[src/rtl/program_sequencer.sv]
// Program-memory address sequencer: increment / jump / conditional jump / call / return.
// The return-address stack is built only when PROGRAM_SEQUENCER_CALL_STACK_EN is defined.
module program_sequencer #(
  parameter int STACK_DEPTH = 4
) (
  input  logic       clk,
  input  logic       async_reset_n,
  input  logic       hold,
  input  logic       jump,
  input  logic       conditional_jump,
  input  logic       call,
  input  logic       ret,
  input  logic [3:0] jump_addr,
  input  logic       r_eq_0,
  output logic [7:0] pm_addr,
  output logic [7:0] pc,
  output logic       stack_empty,
  output logic       stack_full,
  output logic       stack_err
);

  logic [7:0] pm_addr_q, pm_addr_d, pc_q;
  logic [7:0] incr_addr, target_addr;
  logic       cond_taken;

  assign incr_addr   = pm_addr_q + 8'd1;
  assign target_addr = {jump_addr, 4'h0};
  assign cond_taken  = conditional_jump && !r_eq_0;

`ifdef PROGRAM_SEQUENCER_CALL_STACK_EN
  localparam int IDX_W = (STACK_DEPTH > 1) ? $clog2(STACK_DEPTH) : 1;
  localparam int PTR_W = IDX_W + 1;
  localparam logic [PTR_W-1:0] FULL_PTR = PTR_W'(STACK_DEPTH);

  logic [7:0]       stack_q [STACK_DEPTH];
  logic [PTR_W-1:0] ptr_q, ptr_d, top_ptr;
  logic             err_q, err_d, push;
  logic [IDX_W-1:0] wr_idx, rd_idx;
  logic             unused_top_msb;

  // ptr_q counts held entries, so the top entry lives at ptr_q-1.
  assign top_ptr        = ptr_q - PTR_W'(1);
  assign wr_idx         = ptr_q[IDX_W-1:0];
  assign rd_idx         = top_ptr[IDX_W-1:0];
  assign unused_top_msb = top_ptr[PTR_W-1];

  always_comb begin
    pm_addr_d = incr_addr;
    ptr_d     = ptr_q;
    err_d     = err_q;
    push      = 1'b0;
    if (ret) begin
      if (ptr_q != '0) begin
        pm_addr_d = stack_q[rd_idx];
        ptr_d     = top_ptr;
      end else begin
        err_d = 1'b1;
      end
    end else if (call) begin
      pm_addr_d = target_addr;
      if (ptr_q != FULL_PTR) begin
        push  = 1'b1;
        ptr_d = ptr_q + PTR_W'(1);
      end else begin
        err_d = 1'b1;
      end
    end else if (jump || cond_taken) begin
      pm_addr_d = target_addr;
    end
  end

  always_ff @(posedge clk or negedge async_reset_n) begin
    if (!async_reset_n) begin
      ptr_q <= '0;
      err_q <= 1'b0;
    end else if (!hold) begin
      ptr_q <= ptr_d;
      err_q <= err_d;
    end
  end

  // Entries carry no reset; their contents only matter once pushed.
  for (genvar gi = 0; gi < STACK_DEPTH; gi++) begin : g_entry
    always_ff @(posedge clk) begin
      if (!hold && push && (wr_idx == IDX_W'(gi))) begin
        stack_q[gi] <= incr_addr;
      end
    end
  end

  assign stack_empty = (ptr_q == '0);
  assign stack_full  = (ptr_q == FULL_PTR);
  assign stack_err   = err_q;
`else
  localparam int unused_depth_p = STACK_DEPTH;
  logic unused_ret;
  assign unused_ret = ret;

  // Without a stack, call degenerates to jump and ret to a plain increment.
  always_comb begin
    pm_addr_d = incr_addr;
    if (!ret && (call || jump || cond_taken)) begin
      pm_addr_d = target_addr;
    end
  end

  assign stack_empty = 1'b1;
  assign stack_full  = 1'b0;
  assign stack_err   = 1'b0;
`endif

  always_ff @(posedge clk or negedge async_reset_n) begin
    if (!async_reset_n) begin
      pm_addr_q <= 8'h00;
      pc_q      <= 8'h00;
    end else if (!hold) begin
      pm_addr_q <= pm_addr_d;
      pc_q      <= pm_addr_q;
    end
  end

  assign pm_addr = pm_addr_q;
  assign pc      = pc_q;

endmodule

[config.mk]
export PLATFORM = sky130hd
export DESIGN_NAME = program_sequencer
export DESIGN_NICKNAME = d
export VERILOG_FILES = /design/src/rtl/program_sequencer.sv
export SDC_FILE = /design/constraint.sdc
export NUM_CORES = 1
export LEC_CHECK = 0
export CORE_UTILIZATION = 48
export CTS_BUF_LIST = sky130_fd_sc_hd__clkbuf_4 sky130_fd_sc_hd__clkbuf_8
export DETAILED_ROUTE_END_ITERATION = 10
export HOLD_SLACK_MARGIN = 0.08
export PLACE_DENSITY = 0.95
export SKIP_CTS_REPAIR_TIMING = 1
export SLEW_MARGIN = 40
export SYNTH_ARGS = -nofsm -noshare
export SYNTH_HDL_FRONTEND = slang
export SYNTH_SLANG_ARGS = --single-unit
[constraint.sdc]
create_clock -name clk -period 2.8 [get_ports clk]
set_clock_uncertainty 0.1 [all_clocks]
set_input_delay 0.56 -clock clk [delete_from_list [all_inputs] [get_ports clk]]
set_output_delay 0.56 -clock clk [all_outputs]
set_load 0.02 [all_outputs]
### Routing congestion, run 1

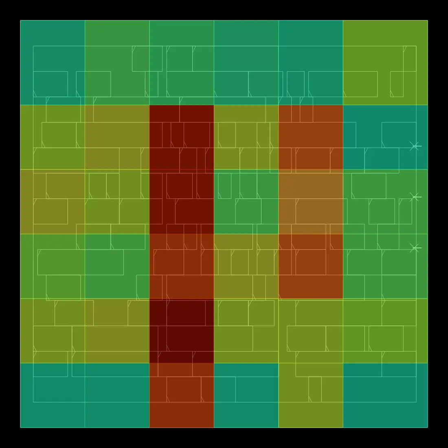
post-layout util: 71.4%
met3 Use GR: 4.58%

### Placement density heat map, run 1

Scale bar: 10 µm. The die is cut into 9 by 9 equal tiles; black is low, pale yellow is high, 0 to 100% covered.
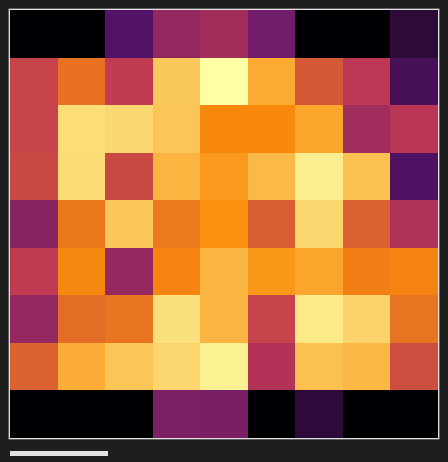
emptiest ninth of the die: top right
mean over tiles: 58%
tiles over 75% full: 36%
core area: 1560 µm²
fp util: 53.1%

==> impl_metrics.tcl, run 1 <==
# metrics dict for downstream scripts
set metrics [dict create \
    crit_start "pm_addr[3]$_DFFE_PN0N_" \
    drcViolationCount 6 \
    setup.worst_path.end "pm_addr[3]" \
    fin_cells 118 \
    hold_viol 0 \
    min-delay-start "pc[5]$_DFFE_PN0N_" \
    drive_above_1_share_pct 17.6 \
    hold_ws_ps 412 \
    yosys-top-cells-count "dfrtp_1 (16), mux2_2 (9), nand2_1 (6)" \
    grt-busiest-layer "met2" \
    ys_sh_xor_pct 0 \
    worstReg2RegEnd "pm_addr[6]$_DFFE_PN0N_" \
    hold_depth 1 \
    overflow 0 \
    fillers 122 \
    setup_slack_ps 712 \
    clock-sinks 16 \
    fmax_mhz 479 \
    grt_pass1_wl_um 2730 \
    seq_cells 16 \
    cap_violations 0 \
    rsz0062_at_grt "false" \
    nClkBuffers 4 \
    setup_viol 0 \
    via_per_inst 5.68 \
    switching_share_pct 31.4 \
    holdPathEnd "pc[5]$_DFFE_PN0N_" \
    rows 14 \
    largest_class "sequential cells" \
    reg2reg_slack_ps 1190 \
    dpl_worst_slack_ps 485 \
    antenna_found_initial 0 \
    synth_seq_share_pct 48.3 \
    drtPass1Iterations 7 \
    sh_seq_area_pct 36.0 \
    status "finished, violations left" \
    die_width_um 43.5 \
    gp_congestion 0.784 \
    switchingPower_mw 0.210 \
    clockPowerShare_pct 22.8 \
    topCellsByArea "dfrtp_1 (48%), mux2_2 (12%), mux2i_1 (3.6%)" \
    grt_use_met2_pct 36.4 \
    die_area_um2 1900 \
    critPathTopFamily "buffers and inverters" \
    worstSkewPairLatency_ps 290 \
    drt_iter0_drc 13 \
    mux_area_share_pct 17.7 \
    diodes 0 \
    crit_cells 1 \
    edf_count 0 \
    clockBufferDepth 2 \
    flop_cell "dfrtp_1" \
    syn-instance-count 75 \
    tightest_slew_ps 706 \
    failed_checks "DRC" \
    ys_warn_count 0 \
    hold_class "flip-flop to flip-flop" \
    cp_slowest_stage_delay_ps 650 \
    crit_arrival_ps 1430 \
    tap_cells 16 \
]
### Wiring heat map, run 1

Scale bar: 10 µm. The die is cut into 9 by 9 equal tiles; black is low, pale yellow is high, scaled to the fullest tile. Values are wire area over tile area, all layers added.
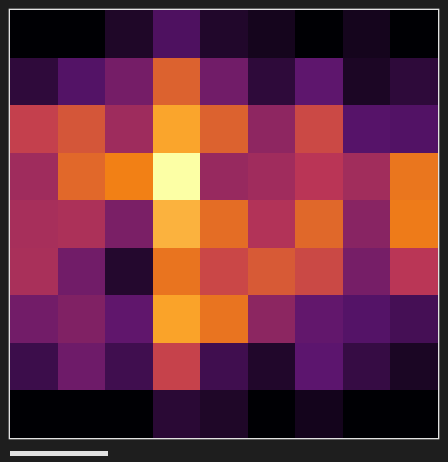
densest ninth of the die: middle
emptiest ninth of the die: bottom right
tiles over half the peak: 26%
mean over tiles: 0.15
nearly empty tiles: 12%
final wirelength: 1750 µm
wire per inst: 14.8 µm
GRT Util Overall: 20.4%
via count: 670

### M1 wires, run 1

Scale bar: 10 µm.
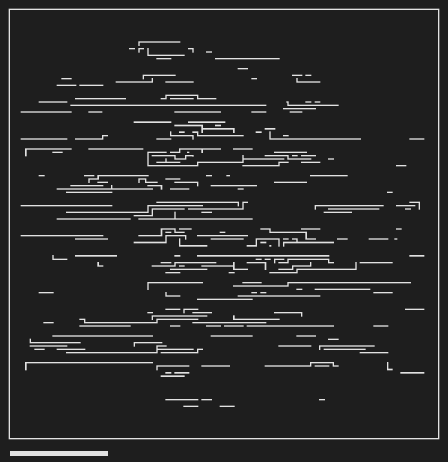
share of all routed wire: 40%
wire length on this layer: 697 µm
main direction: horizontal
met1 Use GR: 23.0%

--- run 2 (diff from run 1) ---
Settings changed: CORE_UTILIZATION 48 to 40, PLACE_DENSITY 0.95 to 0.87.
Clock period 2.8 ns to 1.7 ns, I/O delays scaled along.
### Routing congestion, run 2

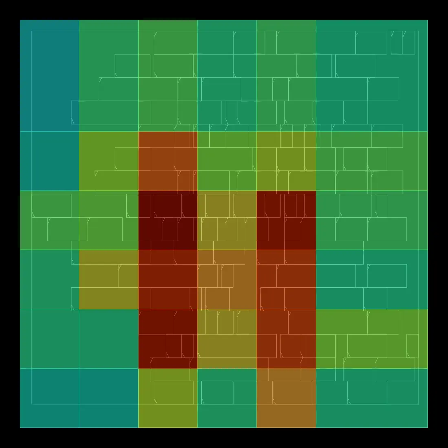
GRT Util Overall: 18.8%
met1 Use GR: 19.7%

==> impl_metrics.tcl, run 2 <==
# metrics dict for downstream scripts
set metrics [dict create \
    sh_seq_area_pct 32.6 \
    rows 16 \
    diodes 0 \
    critPathTopFamily "flip-flops" \
    finalCritPeriodShare_pct 95.5 \
    seq_power_share_pct 44.4 \
    largest_class "sequential cells" \
    crit_cells 5 \
    overflow 0 \
    crit_arrival_ps 1700 \
    fin_cells 136 \
    gp_congestion 0.822 \
    worstSetupEndpointType "flip-flop" \
    setup_slack_ps 76.4 \
    mux_area_share_pct 17.7 \
    dpl_worst_slack_ps -214 \
    logic_gate_count 51 \
    yosys-top-cells-count "dfrtp_1 (16), mux2_2 (9), nand2_1 (6)" \
    grt_pass1_wl_um 2790 \
    nClkBuffers 4 \
    ys_sh_xor_pct 0 \
    edf_count 0 \
    clockBufferDepth 2 \
    nNonClkBuffers 35 \
    tap_cells 27 \
    drtPass1Iterations 4 \
    die_width_um 47.5 \
    status "completed" \
    flop_cell "dfrtp_1" \
    switchingPower_mw 0.352 \
    wl_um 1960 \
    grtUsageMet3_pct 4.91 \
    wl_met1_um 769 \
    hold_viol 0 \
    crit_start "pm_addr[0]$_DFFE_PN0N_" \
    topCellsByArea "dfrtp_1 (48%), mux2_2 (12%), mux2i_1 (3.6%)" \
    cp_slowest_stage_delay_ps 460 \
    setup.worst_path.end "pm_addr[6]$_DFFE_PN0N_" \
    via_per_inst 5.13 \
    worstSkewPairLatency_ps 290 \
    drt_iter0_drc 13 \
    seq_cells 16 \
    rsz0062_at_grt "false" \
    grt-busiest-layer "met2" \
    drcViolationCount 0 \
    fillers 174 \
    switching_share_pct 31.6 \
    hold_ws_ps 266 \
    stdcell_area_um2 1230 \
    fmax_mhz 616 \
    ys_warn_count 0 \
    vias 698 \
    synth_seq_share_pct 48.3 \
    die_area_um2 2260 \
    clockPowerShare_pct 22.6 \
    antenna_found_initial 0 \
    drive_above_1_share_pct 23.9 \
    clock-sinks 16 \
    hold_class "primary input to asynchronous set/reset pin" \
    cp_slowest_cell "dfrtp_1" \
]
### Placement density heat map, run 2

Scale bar: 10 µm. The die is cut into 10 by 10 equal tiles; black is low, pale yellow is high, 0 to 100% covered.
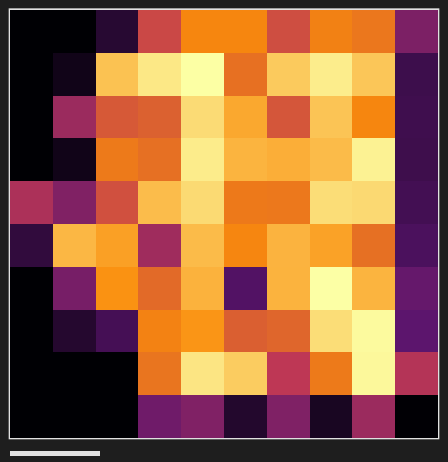
fullest tile: 100%
tiles over 75% full: 34%
emptiest ninth of the die: bottom left
nearly empty tiles: 14%
mean over tiles: 53%
core area: 1960 µm²
fp util: 42.2%
post-layout util: 62.9%

